$ cat config.mk
export PLATFORM = sky130hd
export DESIGN_NAME = pwr_sweep_sched
export DESIGN_NICKNAME = d
export VERILOG_FILES = /design/src/rtl/pwr_sweep_sched.sv
export SDC_FILE = /design/constraint.sdc
export NUM_CORES = 1
export LEC_CHECK = 0
export CAP_MARGIN = 10
export CORE_MARGIN = 2
export CORE_UTILIZATION = 57
export DETAILED_ROUTE_END_ITERATION = 16
export PLACE_DENSITY = 0.83
export SLEW_MARGIN = 0
export SYNTH_ARGS = -nofsm -noshare
export SYNTH_HDL_FRONTEND = slang
export SYNTH_SLANG_ARGS = --single-unit
$ cat constraint.sdc
create_clock -name clk100m -period 6.3 [get_ports clk100m]
set_input_delay 1.26 -clock clk100m [delete_from_list [all_inputs] [get_ports clk100m]]
set_output_delay 1.26 -clock clk100m [all_outputs]
set_load 0.01 [all_outputs]
$ cat src/rtl/pwr_sweep_sched.sv
// Power-sweep sequencer: steps the active-slice count 0..N_DUT, holding a settle
// interval then a flagged measurement window at each step (optionally twice, opt off/on).
module pwr_sweep_sched #(
    parameter int unsigned N_DUT    = 32,
    parameter int unsigned SETTLE_W = 16,
    parameter int unsigned DWELL_W  = 32
) (
    input  logic                clk100m,
    input  logic                rstn,
    input  logic                start,
    input  logic                abort,
    input  logic [SETTLE_W-1:0] settle_cycles,
    input  logic [DWELL_W-1:0]  dwell_cycles,
    input  logic [1:0]          opt_sel,
    output logic [N_DUT-1:0]    pwr_en_out,
    output logic [N_DUT-1:0]    opt_en_out,
    output logic                busy,
    output logic                done,
    output logic                meas_active,
    output logic [5:0]          step_idx,
    output logic                opt_phase
);

    localparam int unsigned CNT_W = (SETTLE_W > DWELL_W) ? SETTLE_W : DWELL_W;

    typedef enum logic [1:0] {
        S_IDLE,
        S_SETTLE,
        S_MEASURE,
        S_DONE
    } state_t;

    state_t              r_state;
    logic [CNT_W-1:0]    r_cnt;
    logic [SETTLE_W-1:0] r_settle;
    logic [DWELL_W-1:0]  r_dwell;
    logic [1:0]          r_opt_sel;
    logic [5:0]          r_k;
    logic                r_phase;
    logic [N_DUT-1:0]    r_pwr;
    logic [N_DUT-1:0]    r_opt;
    logic                r_busy;
    logic                r_done;
    logic                r_meas;

    logic [5:0]          w_nk;
    logic                w_nph;
    logic                w_last;

    function automatic logic [N_DUT-1:0] therm(input logic [5:0] k);
        logic [N_DUT-1:0] m;
        m = '0;
        for (int unsigned i = 0; i < N_DUT; i++) begin
            m[i] = (i < 32'(k));
        end
        return m;
    endfunction

    // A zero dwell still produces a one-cycle measurement window.
    function automatic logic [CNT_W-1:0] dwell_len(input logic [DWELL_W-1:0] d);
        return (d == '0) ? CNT_W'(1) : CNT_W'(d);
    endfunction

    // Step/phase that follows the current measurement window.
    always_comb begin
        w_nk   = r_k;
        w_nph  = 1'b1;
        w_last = 1'b0;
        if (r_opt_sel[1] && !r_phase) begin
            w_nk  = r_k;
            w_nph = 1'b1;
        end else if (r_k < 6'(N_DUT)) begin
            w_nk  = r_k + 6'd1;
            w_nph = (r_opt_sel == 2'd1);
        end else begin
            w_last = 1'b1;
        end
    end

    always_ff @(posedge clk100m) begin
        if (!rstn) begin
            r_state   <= S_IDLE;
            r_cnt     <= '0;
            r_settle  <= '0;
            r_dwell   <= '0;
            r_opt_sel <= '0;
            r_k       <= '0;
            r_phase   <= 1'b0;
            r_pwr     <= '0;
            r_opt     <= '0;
            r_busy    <= 1'b0;
            r_done    <= 1'b0;
            r_meas    <= 1'b0;
        end else if (abort && r_state != S_IDLE) begin
            r_state <= S_IDLE;
            r_cnt   <= '0;
            r_k     <= '0;
            r_phase <= 1'b0;
            r_pwr   <= '0;
            r_opt   <= '0;
            r_busy  <= 1'b0;
            r_done  <= 1'b0;
            r_meas  <= 1'b0;
        end else begin
            case (r_state)
                S_IDLE: begin
                    r_done <= 1'b0;
                    if (start && !abort) begin
                        r_settle  <= settle_cycles;
                        r_dwell   <= dwell_cycles;
                        r_opt_sel <= opt_sel;
                        r_k       <= '0;
                        r_phase   <= (opt_sel == 2'd1);
                        r_pwr     <= '0;
                        r_opt     <= '0;
                        r_busy    <= 1'b1;
                        if (settle_cycles == '0) begin
                            r_state <= S_MEASURE;
                            r_cnt   <= dwell_len(dwell_cycles);
                            r_meas  <= 1'b1;
                        end else begin
                            r_state <= S_SETTLE;
                            r_cnt   <= CNT_W'(settle_cycles);
                            r_meas  <= 1'b0;
                        end
                    end
                end
                S_SETTLE: begin
                    if (r_cnt == CNT_W'(1)) begin
                        r_state <= S_MEASURE;
                        r_cnt   <= dwell_len(r_dwell);
                        r_meas  <= 1'b1;
                    end else begin
                        r_cnt <= r_cnt - CNT_W'(1);
                    end
                end
                S_MEASURE: begin
                    if (r_cnt != CNT_W'(1)) begin
                        r_cnt <= r_cnt - CNT_W'(1);
                    end else if (w_last) begin
                        r_state <= S_DONE;
                        r_cnt   <= '0;
                        r_k     <= '0;
                        r_phase <= 1'b0;
                        r_pwr   <= '0;
                        r_opt   <= '0;
                        r_busy  <= 1'b0;
                        r_done  <= 1'b1;
                        r_meas  <= 1'b0;
                    end else begin
                        r_k     <= w_nk;
                        r_phase <= w_nph;
                        r_pwr   <= therm(w_nk);
                        r_opt   <= w_nph ? therm(w_nk) : '0;
                        if (r_settle == '0) begin
                            r_state <= S_MEASURE;
                            r_cnt   <= dwell_len(r_dwell);
                            r_meas  <= 1'b1;
                        end else begin
                            r_state <= S_SETTLE;
                            r_cnt   <= CNT_W'(r_settle);
                            r_meas  <= 1'b0;
                        end
                    end
                end
                S_DONE: begin
                    r_state <= S_IDLE;
                    r_done  <= 1'b0;
                end
                default: r_state <= S_IDLE;
            endcase
        end
    end

    assign pwr_en_out  = r_pwr;
    assign opt_en_out  = r_opt;
    assign busy        = r_busy;
    assign done        = r_done;
    assign meas_active = r_meas;
    assign step_idx    = r_k;
    assign opt_phase   = r_phase;

endmodule

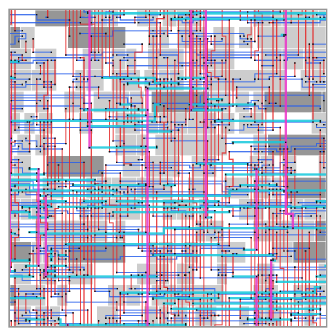
Fig. 1. A small window of the routed layout.
Region (41, 41) to (81, 81) microns. Cells in grey, sequential cells in the stronger grey; small squares are vias.
met2: shown in red. met1: shown in blue. met4: shown in magenta. met3: shown in cyan.
Most frequent: a21oi_1 (17), nand2_1 (15), nor2_1 (13). Netlist names of flops here include r_cnt (2), r_state (2). Sequential cells in the window: 9. 148 logic cells have their middle in the window.

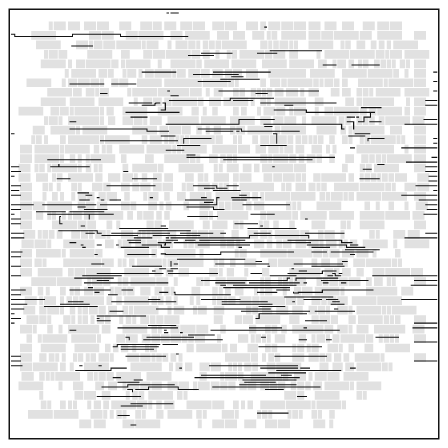
Fig. 2. M3 wires.
Cells faint in the background.
237 nets have wire on it. The wires run mostly horizontal. The longest straight run is 42.3 microns.

==> impl_metrics.toml <==
# implementation run metrics
[timing]
fin_setup_tns_ns = 0
slew_headroom_pct = 21.0
worst_slew_pin_slew_ns = 1.18
rsz0062_at_grt = "no"
finalCritPeriodShare_pct = 64.9

[global_routing]
grt_start_max_net_pins = 53

[synth]
ys_sh_mux_pct = 0.124
area_leaders = "dfxtp_1 39%, nand2_1 7.8%, a21oi_1 7.1%, nor2_1 4.1%, a22oi_1 4.0%"
synthFlopType = "dfxtp_1"
simple_gate_area_share_pct = 27.1
synth_flops = 157
yosys_cells = 1046
yosys_area_sq_mm = 0.00806

[clock_tree]
cts_tree = "done"
ctsHoldBuffers = 0

[finish]
bufAreaShareNonClock_pct = 13.6
clk_share_pct = 6.32
fin_cells = 1317
diodes = 0
fin_util_pct = 72.2
lay_top_cells = "167 x nand2_1, 157 x dfxtp_1, 127 x clkdlybuf4s50_1, 114 x a21oi_1, 89 x nor2_1"
mostFrequentLayoutCell = "nand2_1"
syn_to_final_growth_pct = 23.9
nFlopsAndLatches = 157

[placed_design]
finalWeightedCongestion = 0.963
port_buffers = 127
placed_area_sq_mm = 0.00935
pre_cts_slack_ns = 1.90

[outcome]
status = "finished clean"

[setup_path]
cp.depth = 6
cp_top_family = "simple AND/OR/NAND/NOR gates"
r2r_slack_ns = 2.21
worstPathRequired_ns = 6.65

[worst_hold_path]
hp-class = "reg -> reg"
holdPathEnd = "opt_en_out[16]$_SDFFE_PP0P_"

[flow_run]
warning_count = 31
drv_cap = 0

[routing]
via_per_inst = 6.73
route.detailed.wl_per_inst_microns = 20.1
routed_wirelength_microns = 26400

[power_and_ir_drop]
ir_worst_vdd_mv = 0.291
p_sw_mw = 1.52
power.share.sequential_pct = 32.3

[die]
taps = 180
die_y_microns = 123
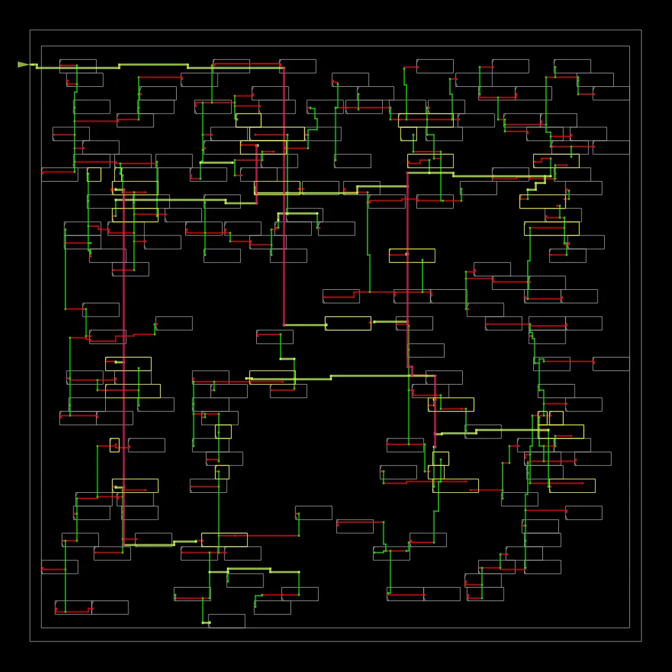
Fig. 3. Clock wiring as the flow saved it.
Clock Skews: 0.0108 ns
latest clock arrival within the worst-skew pair: 0.44 ns
CTS Buf Count: 17
clock buffer count: 19

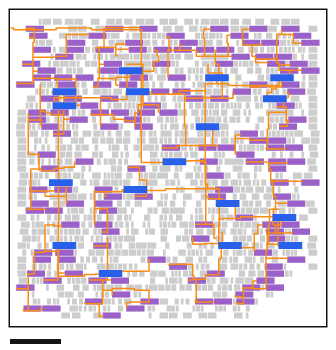
Fig. 4. Routed clock nets over the placement.
The bar under the picture is 20 microns long.
clock wires: shown in orange, length 1940 microns. cells driving clock nets: shown in blue, count 17. flip-flops: shown in purple, count 157.
Position of the flops: widely spread.

## per-layer routing
layer  part of all wire, %  vias to the layer above  track usage, %
met5                     0                        -               0
met4                   3.3                        0            15.0
met3                    10                       93            7.66
met2                    46                      591            54.7
met1                    40                     4151            47.4
li1                      -                     4031               -
## power by group through the flow
| stage | sequential (mW) | clock [mW] | combinational [mW] |
|---|---|---|---|
| 2_1_floorplan | 1.17 | 0 | 1.03 |
| 3_5_place_dp | 1.22 | 0 | 1.37 |
| 4_1_cts | 1.20 | 1.11 | 1.38 |
| 5_1_grt | 1.22 | 1.15 | 1.55 |
| 6_report | 1.21 | 1.11 | 1.43 |
| 3_3_place_gp | 1.22 | 0 | 1.35 |
Power is estimated from default activity; no workload was simulated.
